floorplan.png
Scale bar: 20 um. Pins as bars on the die edge.
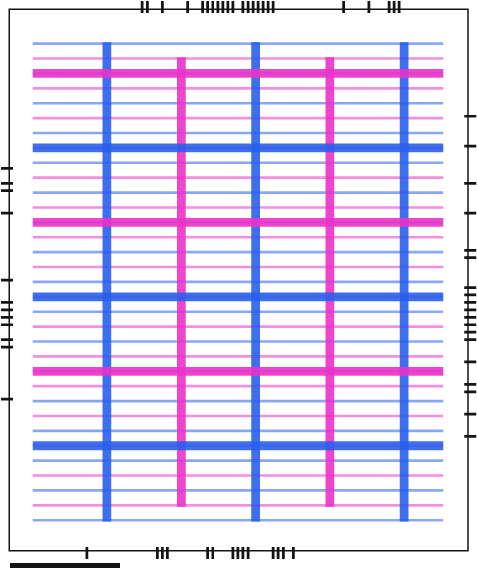
class_map.png
Scale bar: 20 um.
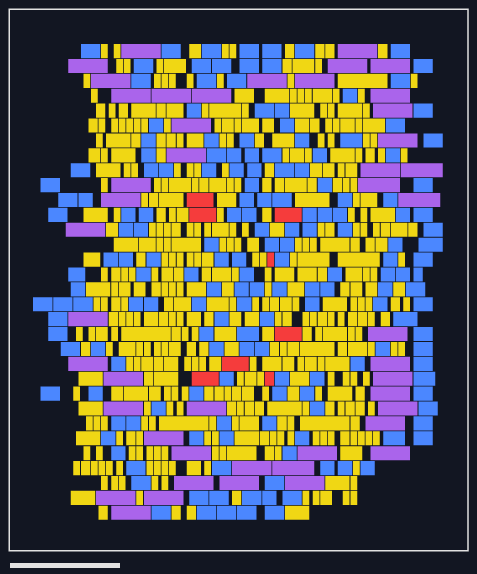
clock_wires.png
Scale bar: 20 um.
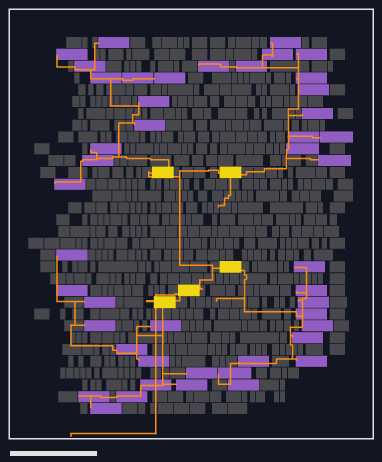
`config.mk`:
```
export PLATFORM = sky130hd
export DESIGN_NAME = bcd_counter_multi
export DESIGN_NICKNAME = d
export VERILOG_FILES = /design/src/rtl/bcd_counter_pkg.sv /design/src/rtl/bcd_digit_cell.sv /design/src/rtl/seg7_decoder.sv /design/src/rtl/bcd_counter_multi.sv
export SDC_FILE = /design/constraint.sdc
export NUM_CORES = 1
export LEC_CHECK = 0
export ABC_AREA = 1
export CORE_ASPECT_RATIO = 1.2
export CORE_MARGIN = 4
export CORE_UTILIZATION = 47
export DETAILED_ROUTE_END_ITERATION = 10
export MAX_ROUTING_LAYER = met4
export PLACE_DENSITY = 0.88
export SYNTH_ARGS = -nofsm -noshare
export SYNTH_HDL_FRONTEND = slang
export SYNTH_SLANG_ARGS = --single-unit
```
`constraint.sdc`:
```
create_clock -name clk_in -period 2.25 [get_ports clk_in]
set_input_delay 0.675 -clock clk_in [delete_from_list [all_inputs] [get_ports clk_in]]
set_output_delay 0.675 -clock clk_in [all_outputs]
set_load 0.005 [all_outputs]
```
`src/rtl/bcd_counter_pkg.sv`:
```
// rtl/bcd_counter_pkg.sv - shared constants for the multi-digit BCD counter
package bcd_counter_pkg;
   localparam int DIGIT_W = 4;
   localparam int SEG_W   = 7;
   localparam logic [DIGIT_W-1:0] BCD_MAX  = 4'd9;
   localparam logic [DIGIT_W-1:0] BCD_ZERO = 4'd0;
endpackage

```
`src/rtl/bcd_digit_cell.sv`:
```
// rtl/bcd_digit_cell.sv - one BCD digit register with clear/load/step and propagate flag
module bcd_digit_cell
   import bcd_counter_pkg::*;
(
   input  logic               clk_in,
   input  logic               reset_in,
   input  logic               step_in,
   input  logic               dir_in,
   input  logic               load_in,
   input  logic [DIGIT_W-1:0] load_value_in,
   input  logic               clear_in,
   output logic [DIGIT_W-1:0] digit_out,
   output logic               prop_out,
   output logic               load_bad_out
);

   logic [DIGIT_W-1:0] digit_q;
   logic [DIGIT_W-1:0] digit_d;

   assign load_bad_out = (load_value_in > BCD_MAX);
   // Propagate reflects the current value only, so the top can chain it without loops.
   assign prop_out     = dir_in ? (digit_q == BCD_MAX) : (digit_q == BCD_ZERO);
   assign digit_out    = digit_q;

   always_comb begin
      digit_d = digit_q;
      if (clear_in) begin
         digit_d = BCD_ZERO;
      end else if (load_in) begin
         digit_d = load_bad_out ? BCD_ZERO : load_value_in;
      end else if (step_in) begin
         if (dir_in) begin
            digit_d = (digit_q == BCD_MAX) ? BCD_ZERO : digit_q + 4'd1;
         end else begin
            digit_d = (digit_q == BCD_ZERO) ? BCD_MAX : digit_q - 4'd1;
         end
      end
   end

   always_ff @(posedge clk_in) begin
      if (reset_in) begin
         digit_q <= BCD_ZERO;
      end else begin
         digit_q <= digit_d;
      end
   end

endmodule

```
`src/rtl/seg7_decoder.sv`:
```
// rtl/seg7_decoder.sv - BCD to active-low 7-segment pattern, bit 0 = a .. bit 6 = g
module seg7_decoder
   import bcd_counter_pkg::*;
(
   input  logic [DIGIT_W-1:0] digit_in,
   output logic [SEG_W-1:0]   seg_out
);

   always_comb begin
      seg_out = 7'h7F;
      case (digit_in)
         4'd0: seg_out = 7'h40;
         4'd1: seg_out = 7'h79;
         4'd2: seg_out = 7'h24;
         4'd3: seg_out = 7'h30;
         4'd4: seg_out = 7'h19;
         4'd5: seg_out = 7'h12;
         4'd6: seg_out = 7'h02;
         4'd7: seg_out = 7'h78;
         4'd8: seg_out = 7'h00;
         4'd9: seg_out = 7'h10;
         default: seg_out = 7'h7F;
      endcase
   end

endmodule

```
`src/rtl/bcd_counter_multi.sv`:
```
// rtl/bcd_counter_multi.sv - N-digit BCD up/down counter with load, clear, wrap/saturate and 7-seg bus
module bcd_counter_multi
   import bcd_counter_pkg::*;
#(
   parameter int NUM_DIGITS = 4,
   parameter int WRAP_EN    = 1,
   parameter int SEG_EN     = 1
) (
   input  logic                          clk_in,
   input  logic                          reset_in,
   input  logic                          count_en_in,
   input  logic                          up_down_in,
   input  logic                          load_in,
   input  logic [DIGIT_W*NUM_DIGITS-1:0] load_value_in,
   input  logic                          clear_in,
   output logic [DIGIT_W*NUM_DIGITS-1:0] bcd_out,
   output logic [SEG_W*NUM_DIGITS-1:0]   seg_out,
   output logic                          tc_out,
   output logic                          load_err_out
);

   logic [NUM_DIGITS-1:0] prop;
   logic [NUM_DIGITS-1:0] load_bad;
   logic [NUM_DIGITS:0]   chain;
   logic                  sat_hold;
   logic                  upper_prop;
   logic                  reach_end;
   logic                  step_req;
   logic                  tc_d, tc_q;
   logic                  load_err_d, load_err_q;

   assign chain[0] = 1'b1;
   // In saturate mode a step at the range end is simply dropped.
   assign sat_hold = (WRAP_EN == 0) && chain[NUM_DIGITS];
   assign step_req = count_en_in && !clear_in && !load_in;

   generate
      for (genvar k = 0; k < NUM_DIGITS; k++) begin : g_digit
         assign chain[k+1] = chain[k] & prop[k];

         bcd_digit_cell u_cell (
            .clk_in        (clk_in),
            .reset_in      (reset_in),
            .step_in       (count_en_in && chain[k] && !sat_hold),
            .dir_in        (up_down_in),
            .load_in       (load_in),
            .load_value_in (load_value_in[DIGIT_W*k +: DIGIT_W]),
            .clear_in      (clear_in),
            .digit_out     (bcd_out[DIGIT_W*k +: DIGIT_W]),
            .prop_out      (prop[k]),
            .load_bad_out  (load_bad[k])
         );

         if (SEG_EN != 0) begin : g_seg
            seg7_decoder u_seg (
               .digit_in (bcd_out[DIGIT_W*k +: DIGIT_W]),
               .seg_out  (seg_out[SEG_W*k +: SEG_W])
            );
         end else begin : g_noseg
            assign seg_out[SEG_W*k +: SEG_W] = '1;
         end
      end
   endgenerate

   // Reaching an end: ones digit one step away and every higher digit already at the end.
   always_comb begin
      upper_prop = 1'b1;
      for (int k = 1; k < NUM_DIGITS; k++) begin
         upper_prop = upper_prop & prop[k];
      end
      reach_end = upper_prop &&
                  (up_down_in ? (bcd_out[DIGIT_W-1:0] == 4'd8) : (bcd_out[DIGIT_W-1:0] == 4'd1));
   end

   always_comb begin
      tc_d       = 1'b0;
      load_err_d = 1'b0;
      if (clear_in) begin
         tc_d = 1'b0;
      end else if (load_in) begin
         load_err_d = |load_bad;
      end else if (step_req) begin
         if (WRAP_EN != 0) begin
            tc_d = chain[NUM_DIGITS];
         end else begin
            tc_d = !chain[NUM_DIGITS] && reach_end;
         end
      end
   end

   always_ff @(posedge clk_in) begin
      if (reset_in) begin
         tc_q       <= 1'b0;
         load_err_q <= 1'b0;
      end else begin
         tc_q       <= tc_d;
         load_err_q <= load_err_d;
      end
   end

   assign tc_out       = tc_q;
   assign load_err_out = load_err_q;

endmodule

```
==> flow_metrics.tcl <==
# metrics dict for downstream scripts
set metrics [dict create \
    outcome "finished, violations left" \
    failed_checks "design-rule violations, negative setup slack" \
    clk_share_pct 1.79 \
    hold_path_class "reg2reg" \
    power_switching_w 0.000754 \
    top_area_share_pct 28.6 \
    r2r_start "g_digit[1].u_cell.digit_out[0]" \
    worst_slew_pin_slew_ns 0.371 \
    synthFlopType "dfxtp_1" \
    diodes 0 \
    setup_viol 16 \
    setup_ws_ns -0.161 \
    ys_seq_share_pct 28.6 \
    grt_max_degree 14 \
    cts-root-buf "clkbuf_8" \
    cts_setup_buffers 16 \
    p_int_w 0.00148 \
    syn_area_sq_um 3220 \
    p_leak_nw 2.81 \
    synth-xor-area-share_pct 1.63 \
    synth_nets 545 \
    timing_hold_violations_final 0 \
    critPathMaxStageDelay_ns 0.45 \
    nFillCells 381 \
    path_depth 16 \
    drc 1 \
    num-nonclk-buffers 175 \
    ant_nets 0 \
    start_kind "flop" \
]
## Picture notes: floorplan.png
| colour | net |
|---|---|
| blue | VSS |
| magenta | VDD |
met1 rails: 33
met4 straps: 5
Die H: 98.6 um
core area: 6530 sq um
peak supply drop: 282 uV
die width: 83.5 um

## Picture notes: class_map.png
| colour | class | cells | share of their area |
|---|---|---|---|
| yellow | remaining logic cells | 436 | 50% |
| purple | registers | 46 | 19% |
| blue | remaining buffers and delay cells | 175 | 30% |
| red | clock drivers and dummy loads | 8 | 1.8% |
Final Util: 78.3%
final instance area: 5110 sq um

## Picture notes: clock_wires.png
[yellow] clock-net drivers | count: 5
[orange] clock wires | length: 569 um
[purple] flip-flops | count: 46
routed clock nets: 6
Clk pwr share: 24.3%
P_clk: 0.000543 W
Latency at later pin: 0.31 ns

Power is estimated from default activity; no workload was simulated.
